`config.mk`:
```
export PLATFORM = sky130hd
export DESIGN_NAME = uart_rx
export DESIGN_NICKNAME = d
export VERILOG_FILES = /design/src/rtl/uart_rx.sv
export SDC_FILE = /design/constraint.sdc
export NUM_CORES = 1
export LEC_CHECK = 0
export CORE_MARGIN = 1.5
export CORE_UTILIZATION = 50
export CTS_CLUSTER_DIAMETER = 150
export DETAILED_ROUTE_END_ITERATION = 10
export GPL_TIMING_DRIVEN = 1
export HOLD_SLACK_MARGIN = 0.06
export PLACE_DENSITY = 0.73
export SLEW_MARGIN = 20
export SYNTH_ARGS = -nofsm -noshare
export SYNTH_HDL_FRONTEND = slang
export SYNTH_SLANG_ARGS = --single-unit
```
`constraint.sdc`:
```
create_clock -name clk -period 2.3 [get_ports clk]
set_input_delay 0.69 -clock clk [delete_from_list [all_inputs] [get_ports clk]]
set_output_delay 0.69 -clock clk [all_outputs]
set_load 0.03 [all_outputs]
```
`src/rtl/uart_rx.sv`:
```
// 8E1 UART receiver: 2-flop input synchroniser, mid-bit sampling, one-cycle
// data_valid strobe with held parity and framing error flags.
module uart_rx #(
    parameter int BASE_FREQ = 50_000_000,
    parameter int BAUDRATE  = 115_200
) (
    input  logic       clk,
    input  logic       rst,
    input  logic       serial_in,
    output logic [7:0] data,
    output logic       data_valid,
    output logic       parity_err,
    output logic       frame_err,
    output logic       busy
);
    localparam int CLKS_PER_BIT = BASE_FREQ / BAUDRATE;
    localparam int HALF_BIT     = CLKS_PER_BIT / 2;
    localparam logic [31:0] BIT_LAST  = 32'(CLKS_PER_BIT - 1);
    localparam logic [31:0] HALF_LAST = 32'(HALF_BIT - 1);

    typedef enum logic [2:0] {
        IDLE   = 3'd0,
        START  = 3'd1,
        DATA   = 3'd2,
        PARITY = 3'd3,
        STOP   = 3'd4,
        BREAK  = 3'd5
    } state_e;

    state_e      state_q;
    logic [1:0]  sync_q;
    logic [31:0] clk_ctr_q;
    logic [2:0]  bit_idx_q;
    logic [7:0]  shift_q;
    logic        par_q;
    logic [7:0]  data_q;
    logic        data_valid_q;
    logic        parity_err_q;
    logic        frame_err_q;
    logic        busy_q;
    logic        rx_s;

    assign rx_s       = sync_q[1];
    assign data       = data_q;
    assign data_valid = data_valid_q;
    assign parity_err = parity_err_q;
    assign frame_err  = frame_err_q;
    assign busy       = busy_q;

    always_ff @(posedge clk or posedge rst) begin
        if (rst) begin
            state_q      <= IDLE;
            sync_q       <= 2'b11;
            clk_ctr_q    <= '0;
            bit_idx_q    <= '0;
            shift_q      <= '0;
            par_q        <= 1'b0;
            data_q       <= '0;
            data_valid_q <= 1'b0;
            parity_err_q <= 1'b0;
            frame_err_q  <= 1'b0;
            busy_q       <= 1'b0;
        end else begin
            sync_q       <= {sync_q[0], serial_in};
            data_valid_q <= 1'b0;
            case (state_q)
                IDLE: begin
                    if (!rx_s) begin
                        state_q   <= START;
                        clk_ctr_q <= '0;
                        busy_q    <= 1'b1;
                    end
                end
                START: begin
                    if (clk_ctr_q == HALF_LAST) begin
                        clk_ctr_q <= '0;
                        // Line high again at mid-start: treat as a glitch.
                        if (rx_s) begin
                            state_q <= IDLE;
                            busy_q  <= 1'b0;
                        end else begin
                            state_q   <= DATA;
                            bit_idx_q <= '0;
                        end
                    end else begin
                        clk_ctr_q <= clk_ctr_q + 32'd1;
                    end
                end
                DATA: begin
                    if (clk_ctr_q == BIT_LAST) begin
                        clk_ctr_q          <= '0;
                        shift_q[bit_idx_q] <= rx_s;
                        if (bit_idx_q == 3'd7) state_q <= PARITY;
                        else                   bit_idx_q <= bit_idx_q + 3'd1;
                    end else begin
                        clk_ctr_q <= clk_ctr_q + 32'd1;
                    end
                end
                PARITY: begin
                    if (clk_ctr_q == BIT_LAST) begin
                        clk_ctr_q <= '0;
                        par_q     <= rx_s;
                        state_q   <= STOP;
                    end else begin
                        clk_ctr_q <= clk_ctr_q + 32'd1;
                    end
                end
                STOP: begin
                    if (clk_ctr_q == BIT_LAST) begin
                        clk_ctr_q    <= '0;
                        data_q       <= shift_q;
                        parity_err_q <= (^shift_q) ^ par_q;
                        frame_err_q  <= ~rx_s;
                        data_valid_q <= 1'b1;
                        // Leave at mid-stop so an immediately following start edge is caught.
                        state_q      <= rx_s ? IDLE : BREAK;
                        busy_q       <= ~rx_s;
                    end else begin
                        clk_ctr_q <= clk_ctr_q + 32'd1;
                    end
                end
                BREAK: begin
                    if (rx_s) begin
                        state_q <= IDLE;
                        busy_q  <= 1'b0;
                    end
                end
                default: begin
                    state_q   <= IDLE;
                    clk_ctr_q <= '0;
                    busy_q    <= 1'b0;
                end
            endcase
        end
    end
endmodule

```
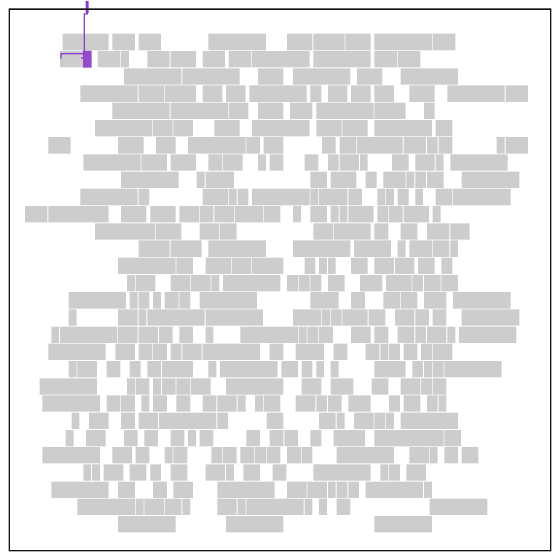
**Above:** I/O nets highlighted.
port	colour	bits	direction	edge	end cells	buffers	wire
rst	purple	1	input	top	1	1	12.0 um
# IOs: 15
PortBufs: 14

==> CHANGELOG.md <==
### Metrics

* Routed len/inst at 15.67 um
* ANT nets after route at 0
* Tool warnings at 28
* Final WL at 7.051 mm
* Uppermost routed layer: met4
* Area grow syn2layout at 16.00%
* MUX share of area at 7.243%
* Chip Area, Yosys at 0.003386 sq mm
* Tap Cells at 77
* Via count at between 2000 and 3000
* Worst-Margin Slew at 0.5138 ns
* GR Util met3 at 5.253%
* Data buffer area share at roughly 10%
* Core area at 0.006459 sq mm
* Number of global-route vias before repair at 2485
* Fillers at approximately 550
* Seq area share at 38.93%
* Setup Skew at 0.008395 ns
* Yosys xor share at 8.537%
* Hold Crit Class: reg -> reg
* Clock-cell share at under 10%
* Max cap viols at 0
* Flip-flops with a built-in enable at 0
* Non-CTS buffers at 45
* Simple-Gate Fraction of Synth Area at approximately 25%
* DRC viols at 0
* Peak VDD IR at 275.4 uV
* CP Capture Type: flip-flop
* Top cells, area: dfrtp_1 (44%), mux2_2 (5.3%), xnor2_1 (4.7%)
* N_diodes at 0
* Combined buffer and inverter count along the critical path at 2
* CP Launch Type: flip-flop
* Status: finished clean
* Drt first pass iters at 5
* CTS Sinks at 61
* GR Util met1 at 30.55%
* Lkg Pwr at ~1.7 nW
* Netlist cell types at 58
* CTS tree: yes
* Synth Seq Share at 45.16%
* Global Route met2 Usage at 31.60%
* CTS Hold Bufs at 0
* Seq cells post-synth at approximately 61
* R2r setup slk at 0.10 ns
* GRT overflow at 0
* Area leader share at between 40% and 50%
* Layout cell share with drive strength beyond 1 at 21.98%
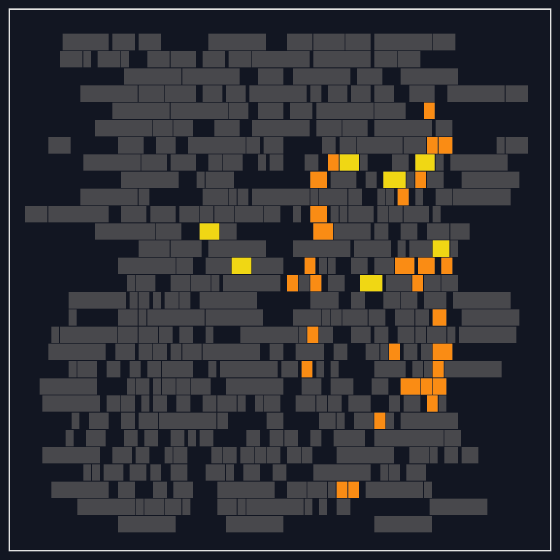
**Above:** logic cells by family.
family	colour	cells	most used
aoi and oai cells	orange	29	o21ai_0
non-inverting ao/oa cells	yellow	7	a22o_1
fin cells: 450
Top cell excl fill/tap: dfrtp_1
combinational share of cell area: 43.36%

## power by group
group / switching [mW] / total, mW / leakage, nW / internal [mW]
sequential: 0.00118 / 1.08 / 0.826 / 1.08
clock: 0.390 / 0.868 / 0.0878 / 0.479
combinational: 0.0256 / 0.0351 / 0.833 / 0.00952
total: 0.416 / 1.98 / 1.75 / 1.56
## final timing paths
| path | from | endpoint | depth (start not counted) |
|---|---|---|---|
| max reg2reg | clk_ctr_q[1]$_DFFE_PP0P_ | data[3]$_DFFE_PP0P_ | 8 |
| max in group asynchronous | rst | sync_q[1]$_DFF_PP1_ | 3 |
| min in group asynchronous | rst | frame_err$_DFFE_PP0P_ | 3 |
| min | sync_q[0]$_DFF_PP1_ | sync_q[1]$_DFF_PP1_ | 0 |
| min reg2reg | sync_q[0]$_DFF_PP1_ | sync_q[1]$_DFF_PP1_ | 0 |
| max | clk_ctr_q[1]$_DFFE_PP0P_ | data[3]$_DFFE_PP0P_ | 8 |
## per-stage QoR
stage	TNS (ns)	std cells	worst slack, ns	instance area [sq um]
floorplan	0	332	0.1003	3386
global placement	0	437	0.09162	3736
detailed placement	0	437	0.02690	3736
CTS	0	450	0.009159	3904
global route	-0.001506	450	-0.001506	3928
finish	0	450	0.1041	3928
## worst reg2reg max path, stage by stage, from the launching register on
cell and delay, ns:
dfrtp_1 0.39, inv_1 0.10, ha_1 0.15, nand3_1 0.09, or4_4 0.47, nor3_4 0.20, and3_4 0.22, buf_12 0.13
mux2_2 0.34
## flip-flops by register name, indices dropped and copies added, names as in the netlist
signal,cells
bit_idx_q,3
busy,1
clk_ctr_q,32
data,8
data_valid,1
frame_err,1
par_q,1
parity_err,1
shift_q,8
state_q,3
sync_q,2
Power and IR drop assume default switching activity.
